<file path="config.mk">
export PLATFORM = sky130hd
export DESIGN_NAME = systolic_node
export DESIGN_NICKNAME = d
export VERILOG_FILES = /design/src/rtl/systolic_pkg.sv /design/src/rtl/systolic_node_pe_multiplier.sv /design/src/rtl/systolic_node.sv
export SDC_FILE = /design/constraint.sdc
export NUM_CORES = 1
export LEC_CHECK = 0
export CELL_PAD_IN_SITES_DETAIL_PLACEMENT = 0
export CELL_PAD_IN_SITES_GLOBAL_PLACEMENT = 2
export CORE_MARGIN = 1.5
export CORE_UTILIZATION = 27
export DETAILED_ROUTE_END_ITERATION = 8
export PLACE_DENSITY_LB_ADDON = 0.1
export SETUP_SLACK_MARGIN = 0.1
export SKIP_CTS_REPAIR_TIMING = 1
export SLEW_MARGIN = 20
export SYNTH_ARGS = -nofsm -noshare
export SYNTH_HDL_FRONTEND = slang
export SYNTH_SLANG_ARGS = --single-unit
</file>
<file path="constraint.sdc">
create_clock -name CLK -period 4.1 [get_ports CLK]
set_input_delay 0.82 -clock CLK [delete_from_list [all_inputs] [get_ports CLK]]
set_output_delay 0.82 -clock CLK [all_outputs]
set_load 0.03 [all_outputs]
</file>
<file path="src/rtl/systolic_pkg.sv">
// Shared opcode constants, FSM state encoding and opcode helpers for the systolic node.
// Latency: n/a (definitions only).
// Backpressure: n/a (definitions only).
package systolic_pkg;

    typedef enum logic [1:0] {
        ST_IDLE = 2'd0,
        ST_BUSY = 2'd1,
        ST_DONE = 2'd2
    } state_e;

    localparam logic [3:0] OP_NOP     = 4'd0;
    localparam logic [3:0] OP_MAC     = 4'd1;
    localparam logic [3:0] OP_MUL     = 4'd2;
    localparam logic [3:0] OP_A_LEFT  = 4'd3;
    localparam logic [3:0] OP_A_RIGHT = 4'd4;
    localparam logic [3:0] OP_B_UP    = 4'd5;
    localparam logic [3:0] OP_B_DOWN  = 4'd6;
    localparam logic [3:0] OP_A_LOAD  = 4'd7;
    localparam logic [3:0] OP_B_LOAD  = 4'd8;
    localparam logic [3:0] OP_S_LOAD  = 4'd9;
    localparam logic [3:0] OP_CLEAR   = 4'd10;

    // Opcodes that go through the multiplier pipeline instead of completing at once.
    function automatic logic is_mul_op(input logic [3:0] op);
        return (op == OP_MAC) || (op == OP_MUL);
    endfunction

endpackage

</file>
<file path="src/rtl/systolic_node_pe_multiplier.sv">
// Pipelined PRECISION x PRECISION multiplier with a valid bit travelling alongside the product.
// Latency: MUL_LATENCY cycles from in_vld to out_vld; one operation may enter every cycle.
// Backpressure: none; the consumer must take prod_dat while out_vld is high. Reset flushes the pipe.
// Ports: clk, reset (sync, active-high), in_vld/a_dat/b_dat in, out_vld/prod_dat (2*PRECISION) out.
module pe_multiplier #(
    parameter int PRECISION   = 8,
    parameter int MUL_LATENCY = 2,
    parameter int SIGNED      = 0
) (
    input  logic                     clk,
    input  logic                     reset,
    input  logic                     in_vld,
    input  logic [PRECISION-1:0]     a_dat,
    input  logic [PRECISION-1:0]     b_dat,
    output logic                     out_vld,
    output logic [2*PRECISION-1:0]   prod_dat
);

    logic [2*PRECISION-1:0] a_ext;
    logic [2*PRECISION-1:0] b_ext;
    logic [2*PRECISION-1:0] prod_d [MUL_LATENCY];
    logic [2*PRECISION-1:0] prod_q [MUL_LATENCY];
    logic [MUL_LATENCY-1:0] vld_d;
    logic [MUL_LATENCY-1:0] vld_q;

    // The low 2*PRECISION bits of a product of operands extended to 2*PRECISION
    // are the correct signed or unsigned result, so one multiplier serves both modes.
    always_comb begin
        if (SIGNED != 0) begin
            a_ext = {{PRECISION{a_dat[PRECISION-1]}}, a_dat};
            b_ext = {{PRECISION{b_dat[PRECISION-1]}}, b_dat};
        end else begin
            a_ext = {{PRECISION{1'b0}}, a_dat};
            b_ext = {{PRECISION{1'b0}}, b_dat};
        end
    end

    always_comb begin
        for (int i = 0; i < MUL_LATENCY; i++) begin
            if (i == 0) begin
                prod_d[i] = a_ext * b_ext;
                vld_d[i]  = in_vld;
            end else begin
                prod_d[i] = prod_q[i-1];
                vld_d[i]  = vld_q[i-1];
            end
        end
    end

    always_ff @(posedge clk) begin
        if (reset) begin
            for (int i = 0; i < MUL_LATENCY; i++) begin
                prod_q[i] <= '0;
            end
            vld_q <= '0;
        end else begin
            for (int i = 0; i < MUL_LATENCY; i++) begin
                prod_q[i] <= prod_d[i];
            end
            vld_q <= vld_d;
        end
    end

    assign out_vld  = vld_q[MUL_LATENCY-1];
    assign prod_dat = prod_q[MUL_LATENCY-1];

endmodule

</file>
<file path="src/rtl/systolic_node.sv">
// Systolic array processing element: A/B operand registers, neighbour shifts and a MAC accumulator.
// Latency: register ops complete 1 cycle after accept; MAC/MUL complete MUL_LATENCY+1 cycles after accept.
// Backpressure: cmd_ready only in IDLE; done is held until ack, and no command is taken meanwhile.
// Ports: CLK, reset (sync, active-high); cmd_valid/cmd_ready/cmd/done/ack/cmd_err handshake;
//        isl/isr/isu/isd neighbour inputs, a/b/s_overwrite direct loads; osa/osb/A/B/s_out outputs.
module systolic_node #(
    parameter int PRECISION        = 8,
    parameter int OUTPUT_PRECISION = 32,
    parameter int MUL_LATENCY      = 2,
    parameter int SIGNED           = 0,
    parameter int SATURATE         = 0
) (
    input  logic                        CLK,
    input  logic                        reset,
    input  logic                        cmd_valid,
    output logic                        cmd_ready,
    input  logic [3:0]                  cmd,
    output logic                        done,
    input  logic                        ack,
    output logic                        cmd_err,
    input  logic [PRECISION-1:0]        isl,
    input  logic [PRECISION-1:0]        isr,
    input  logic [PRECISION-1:0]        isu,
    input  logic [PRECISION-1:0]        isd,
    input  logic [PRECISION-1:0]        a_overwrite,
    input  logic [PRECISION-1:0]        b_overwrite,
    input  logic [OUTPUT_PRECISION-1:0] s_overwrite,
    output logic [PRECISION-1:0]        osa,
    output logic [PRECISION-1:0]        osb,
    output logic [PRECISION-1:0]        A,
    output logic [PRECISION-1:0]        B,
    output logic [OUTPUT_PRECISION-1:0] s_out
);

    import systolic_pkg::*;

    if (OUTPUT_PRECISION < 2 * PRECISION) begin : g_bad_output_precision
        $error("systolic_node: OUTPUT_PRECISION must be >= 2*PRECISION");
    end
    if (MUL_LATENCY < 1 || MUL_LATENCY > 8) begin : g_bad_mul_latency
        $error("systolic_node: MUL_LATENCY must be in 1..8");
    end

    state_e                      state_q, state_d;
    logic [PRECISION-1:0]        a_q, a_d;
    logic [PRECISION-1:0]        b_q, b_d;
    logic [OUTPUT_PRECISION-1:0] s_q, s_d;
    logic                        err_q, err_d;
    logic                        mac_q, mac_d;

    logic                        mul_start;
    logic                        mul_vld;
    logic [2*PRECISION-1:0]      prod;
    logic [OUTPUT_PRECISION-1:0] prod_ext;
    logic [OUTPUT_PRECISION:0]   usum;
    logic [OUTPUT_PRECISION-1:0] wsum;
    logic [OUTPUT_PRECISION-1:0] smin;
    logic                        sovf;
    logic [OUTPUT_PRECISION-1:0] mac_res;

    // Operands are sampled from the A/B registers at the accept edge; the
    // registers cannot change while BUSY since commands are only taken in IDLE.
    assign mul_start = cmd_valid && (state_q == ST_IDLE) && is_mul_op(cmd);

    pe_multiplier #(
        .PRECISION   (PRECISION),
        .MUL_LATENCY (MUL_LATENCY),
        .SIGNED      (SIGNED)
    ) u_mul (
        .clk      (CLK),
        .reset    (reset),
        .in_vld   (mul_start),
        .a_dat    (a_q),
        .b_dat    (b_q),
        .out_vld  (mul_vld),
        .prod_dat (prod)
    );

    always_comb begin
        if (SIGNED != 0) begin
            prod_ext = OUTPUT_PRECISION'($signed(prod));
        end else begin
            prod_ext = OUTPUT_PRECISION'(prod);
        end
    end

    // Accumulate with one extra bit for unsigned carry-out; signed overflow is
    // the classic "same-sign operands, different-sign result" test.
    always_comb begin
        usum = {1'b0, s_q} + {1'b0, prod_ext};
        wsum = usum[OUTPUT_PRECISION-1:0];
        smin = '0;
        smin[OUTPUT_PRECISION-1] = 1'b1;
        sovf = (s_q[OUTPUT_PRECISION-1] == prod_ext[OUTPUT_PRECISION-1]) &&
               (wsum[OUTPUT_PRECISION-1] != s_q[OUTPUT_PRECISION-1]);
        mac_res = wsum;
        if (SATURATE != 0) begin
            if (SIGNED != 0) begin
                if (sovf) begin
                    mac_res = s_q[OUTPUT_PRECISION-1] ? smin : ~smin;
                end
            end else if (usum[OUTPUT_PRECISION]) begin
                mac_res = '1;
            end
        end
    end

    always_comb begin
        state_d = state_q;
        a_d     = a_q;
        b_d     = b_q;
        s_d     = s_q;
        err_d   = err_q;
        mac_d   = mac_q;
        case (state_q)
            ST_IDLE: begin
                if (cmd_valid) begin
                    state_d = ST_DONE;
                    case (cmd)
                        OP_NOP:     ;
                        OP_MAC,
                        OP_MUL: begin
                            state_d = ST_BUSY;
                            mac_d   = (cmd == OP_MAC);
                        end
                        OP_A_LEFT:  a_d = isl;
                        OP_A_RIGHT: a_d = isr;
                        OP_B_UP:    b_d = isu;
                        OP_B_DOWN:  b_d = isd;
                        OP_A_LOAD:  a_d = a_overwrite;
                        OP_B_LOAD:  b_d = b_overwrite;
                        OP_S_LOAD:  s_d = s_overwrite;
                        OP_CLEAR: begin
                            a_d = '0;
                            b_d = '0;
                            s_d = '0;
                        end
                        default:    err_d = 1'b1;
                    endcase
                end
            end
            ST_BUSY: begin
                if (mul_vld) begin
                    s_d     = mac_q ? mac_res : prod_ext;
                    state_d = ST_DONE;
                end
            end
            ST_DONE: begin
                if (ack) begin
                    state_d = ST_IDLE;
                end
            end
            default: state_d = ST_IDLE;
        endcase
    end

    always_ff @(posedge CLK) begin
        if (reset) begin
            state_q <= ST_IDLE;
            a_q     <= '0;
            b_q     <= '0;
            s_q     <= '0;
            err_q   <= 1'b0;
            mac_q   <= 1'b0;
        end else begin
            state_q <= state_d;
            a_q     <= a_d;
            b_q     <= b_d;
            s_q     <= s_d;
            err_q   <= err_d;
            mac_q   <= mac_d;
        end
    end

    assign cmd_ready = (state_q == ST_IDLE);
    assign done      = (state_q == ST_DONE);
    assign cmd_err   = err_q;
    assign A         = a_q;
    assign B         = b_q;
    assign osa       = a_q;
    assign osb       = b_q;
    assign s_out     = s_q;

endmodule

</file>
Metal 2:
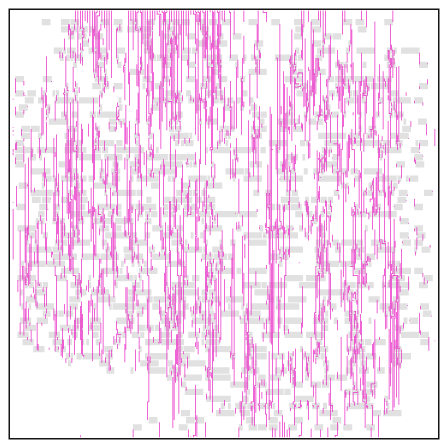
- main direction: vertical
- longest straight run: 90.1 um
- nets with wire on the layer: 1016
- share of all routed wire: 50%

Routed clock nets over the placement:
The bar under the picture is 50 um long.
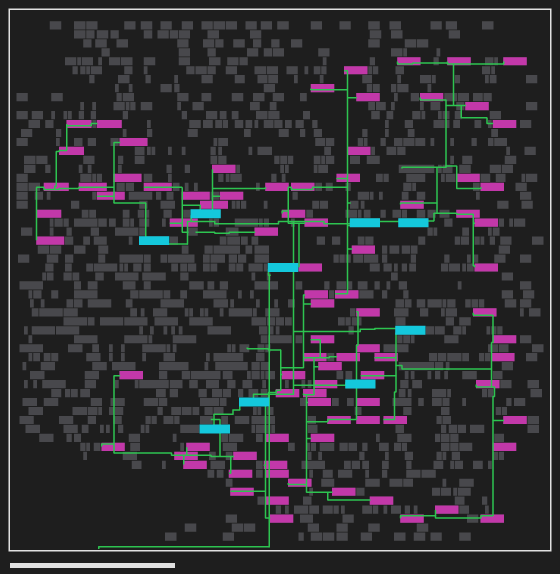
- green: clock wires (length 1470 um)
- cyan: clock-net drivers (count 9)
- magenta: flip-flops (count 86)
- routed clock nets: 10
Worst-Skew Late Latency: 0.36 ns
Post-Route Skew: 0.0170 ns
P_clk: 934 uW
Clock Power Share: 0.428

==> flow_metrics.env <==
# yosys + openroad results
export IMPL_status="complete, but fails checks"
export IMPL_violations="setup timing"
export IMPL_tightest_slew_ns=0.971
export IMPL_row_count=58
export IMPL_numSynthFlops=86
export IMPL_cts_made_buffers=9
export IMPL_overflow=0
export IMPL_drv_slew=0
export IMPL_final_nets=1201
export IMPL_cts_sinks=86
export IMPL_ir_worst_vdd_uv=185
export IMPL_ff_type="dfxtp_1"
export IMPL_start_kind="register"
export IMPL_cts_buffer_depth=2
export IMPL_final_cells=1359
export IMPL_arrival_ns=4.40
export IMPL_path_max_fanout=4
export IMPL_die_x_um=164
export IMPL_yosys_warnings=0
export IMPL_grt_pass1_wl_mm=35.4
export IMPL_whs_path_depth=1
export IMPL_relSlewSlack=0.353
export IMPL_ios=155
export IMPL_required_ns=4.37
export IMPL_wl_met2_mm=11.4
export IMPL_ys_top_cells_by_area="dfxtp_1, fa_1, ha_1"
export IMPL_fin_ws_ns=-0.0281
export IMPL_n_antenna_cell=0
export IMPL_setup_viol_count_final=1
export IMPL_fp_util=0.276
export IMPL_grt_antenna_before_repair=0
export IMPL_powerDensity_mw_per_mm2=225
export IMPL_max_freq_mhz=242
export IMPL_post_route_util=0.384
export IMPL_synth_cell_type_count=73
export IMPL_synth_chip_area_mm2=0.00698
export IMPL_reg2reg_from="B[2]"
export IMPL_finalClockPeriodUsage=1.01
export IMPL_via_per_inst=4.79
export IMPL_core_area_mm2=0.0253
export IMPL_leakage_uw=0.00410
export IMPL_root_buffer="clkbuf_16"
export IMPL_dr_total_vias=6504
export IMPL_first_pass_iters=4
export IMPL_hold_end="u_mul.prod_q[0][26]"
export IMPL_period_minus_slack_ns=4.13
export IMPL_lay_top_cells="clkdlybuf4s50_1, nor2_1, dfxtp_1"
export IMPL_largest_area_cell="dfxtp_1"
export IMPL_gp_congestion=0.778
export IMPL_rsz0062_at_grt="yes"
export IMPL_ctsHtreeMaxLevel=3
export IMPL_total_power_uw=2180
export IMPL_drive_gt1_frac=0.140
export IMPL_top_cell_area_share=0.247
export IMPL_detail_route_antenna_nets=0
export IMPL_cp_end_kind="register"
export IMPL_rrSetupSlack_ns=-0.03
export IMPL_dieArea_mm2=0.0268
export IMPL_path_class="reg2reg"
export IMPL_cts_tree="built"
export IMPL_hp_start="u_mul.prod_q[0][10]"
export IMPL_cts_clk_slew_worst_paths_ns=0.07
export IMPL_synthesis_nets=1029
export IMPL_edf_count=0
export IMPL_avgSynthCellArea_um2=8.19
export IMPL_highest_layer="met4"
export IMPL_dp_cells=1337
export IMPL_port_buffers=154
export IMPL_wl_met3_um=774
export IMPL_syn_area_mm2=0.00698
export IMPL_r2r_end="u_mul.prod_q[0][15]"
export IMPL_grt_max_degree=73
export IMPL_syn_to_final_growth_pct=38.8
export IMPL_hold_viol_final=0
export IMPL_ys_seq_frac=0.247
export IMPL_m1WireLength_mm=10.4
export IMPL_lay_top_count="clkdlybuf4s50_1"
export IMPL_hold_class="reg2reg"
export IMPL_routedWlPerCell_um=16.7
export IMPL_nFillCells=2689
export IMPL_drt_initial_drc_count=291
export IMPL_drt_total_wl_mm=22.7
export IMPL_post_dp_hpwl_mm=17.8
export IMPL_grt_util_all_layers=0.169
export IMPL_tool_warnings=28
export IMPL_cap_violations=0
export IMPL_async_reset_ff_frac=0
export IMPL_grt_pass1_vias=6373
export IMPL_dieHeight_um=164
export IMPL_syn_instance_count=852
export IMPL_drc=0
export IMPL_worst_r2r_cell_count=16
export IMPL_ys_cells=852
## power by group
group / internal [uW] / switching [uW] / leakage, uW / total [uW]
Clock: 543 / 390 / 0.000158 / 934
Combinational: 183 / 190 / 0.00324 / 373
Sequential: 850 / 23.4 / 0.000705 / 873
## cells in the mapped netlist (5+ instances only)
library cell and n:
clkbuf_1 30, nand4_1 6, dfxtp_1 86, inv_1 56, and2_1 57, nor2b_1 29, nand2b_1 8, buf_2 5
a221oi_1 11, a22oi_1 18, nor3_1 17, a31oi_1 6, nand3_1 15, o21ai_0 23, nor2_1 86, a21o_1 18
a211oi_1 8, a21oi_1 69, and3_1 8, fa_1 37, xnor2_1 10, nand2_1 63, or3_1 8, a2bb2oi_1 8
xor2_1 12, ha_1 52, buf_4 16
## worst max-delay path by stage
stage	startpoint	to	slack, ns	depth (start not counted)
final	B[2]	u_mul.prod_q[0][15]	-0.03	16
after global routing	B[2]	u_mul.prod_q[0][15]	-0.21	16
after CTS	A[2]	u_mul.prod_q[0][14]	-0.21	15
after detailed placement	A[2]	u_mul.prod_q[0][14]	-0.18	15
after global placement	A[2]	u_mul.prod_q[0][10]	-0.12	15
after floorplan	B[5]	u_mul.prod_q[0][14]	0.08	15
## state kept, by name, summed over array words and instances (netlist names)
signal	flops
A	8
B	8
cmd_err	1
mac_q	1
s_out	32
state_q	2
u_mul.prod_q	32
u_mul.vld_q	2
## critical path, stage by stage, from the launching register on
cell and delay, ns:
dfxtp_4 0.35, buf_6 0.13, buf_6 0.11, and2_4 0.13, fa_1 0.47, fa_1 0.52, fa_1 0.53, inv_2 0.04
fa_1 0.48, inv_2 0.04, ha_4 0.26, or3_4 0.11, o21ai_2 0.06, a211oi_2 0.29, nor3_2 0.09, or3_1 0.33
a21oi_2 0.14
## metrics by stage
step	setup TNS (ns)	hold slack [ns]	instance area, um^2	setup slack, ns
after floorplan	0	0.414	7060	0.0825
after global placement	-0.547	0.417	9170	-0.124
after detailed placement	-0.787	0.422	9170	-0.181
after CTS	-0.935	0.439	9500	-0.208
after global routing	-0.600	0.452	9690	-0.207
final	-0.0281	0.437	9690	-0.0281
## area by class of cell
| cell class | count | area (um^2) | area share |
|---|---|---|---|
| Multi-Input combinational cell | 655 | 4960 | 0.512 |
| Timing Repair Buffer | 216 | 2010 | 0.208 |
| Sequential cell | 86 | 1760 | 0.182 |
| Tap cell | 330 | 413 | 0.0426 |
| Clock buffer | 9 | 225 | 0.0232 |
| Inverter | 56 | 210 | 0.0217 |
| Clock inverter | 7 | 105 | 0.0108 |
## per-layer routing
metal,vias up,global-route usage
met4,0,0.0285
li1,3310,-
met5,-,0
met1,3089,0.223
met3,9,0.0285
met2,96,0.293
## cell families after synthesis
family | synth area share
AOI/OAI and AO/OA | 0.212
xor gates and xnor gates | 0.0276
adders and majority gates | 0.199
buffers and inverters | 0.0692
DFF | 0.247
muxes | 0.0138
and+or+nand+nor | 0.232
Power figures rest on the tool's default switching activity, not on a simulated workload.
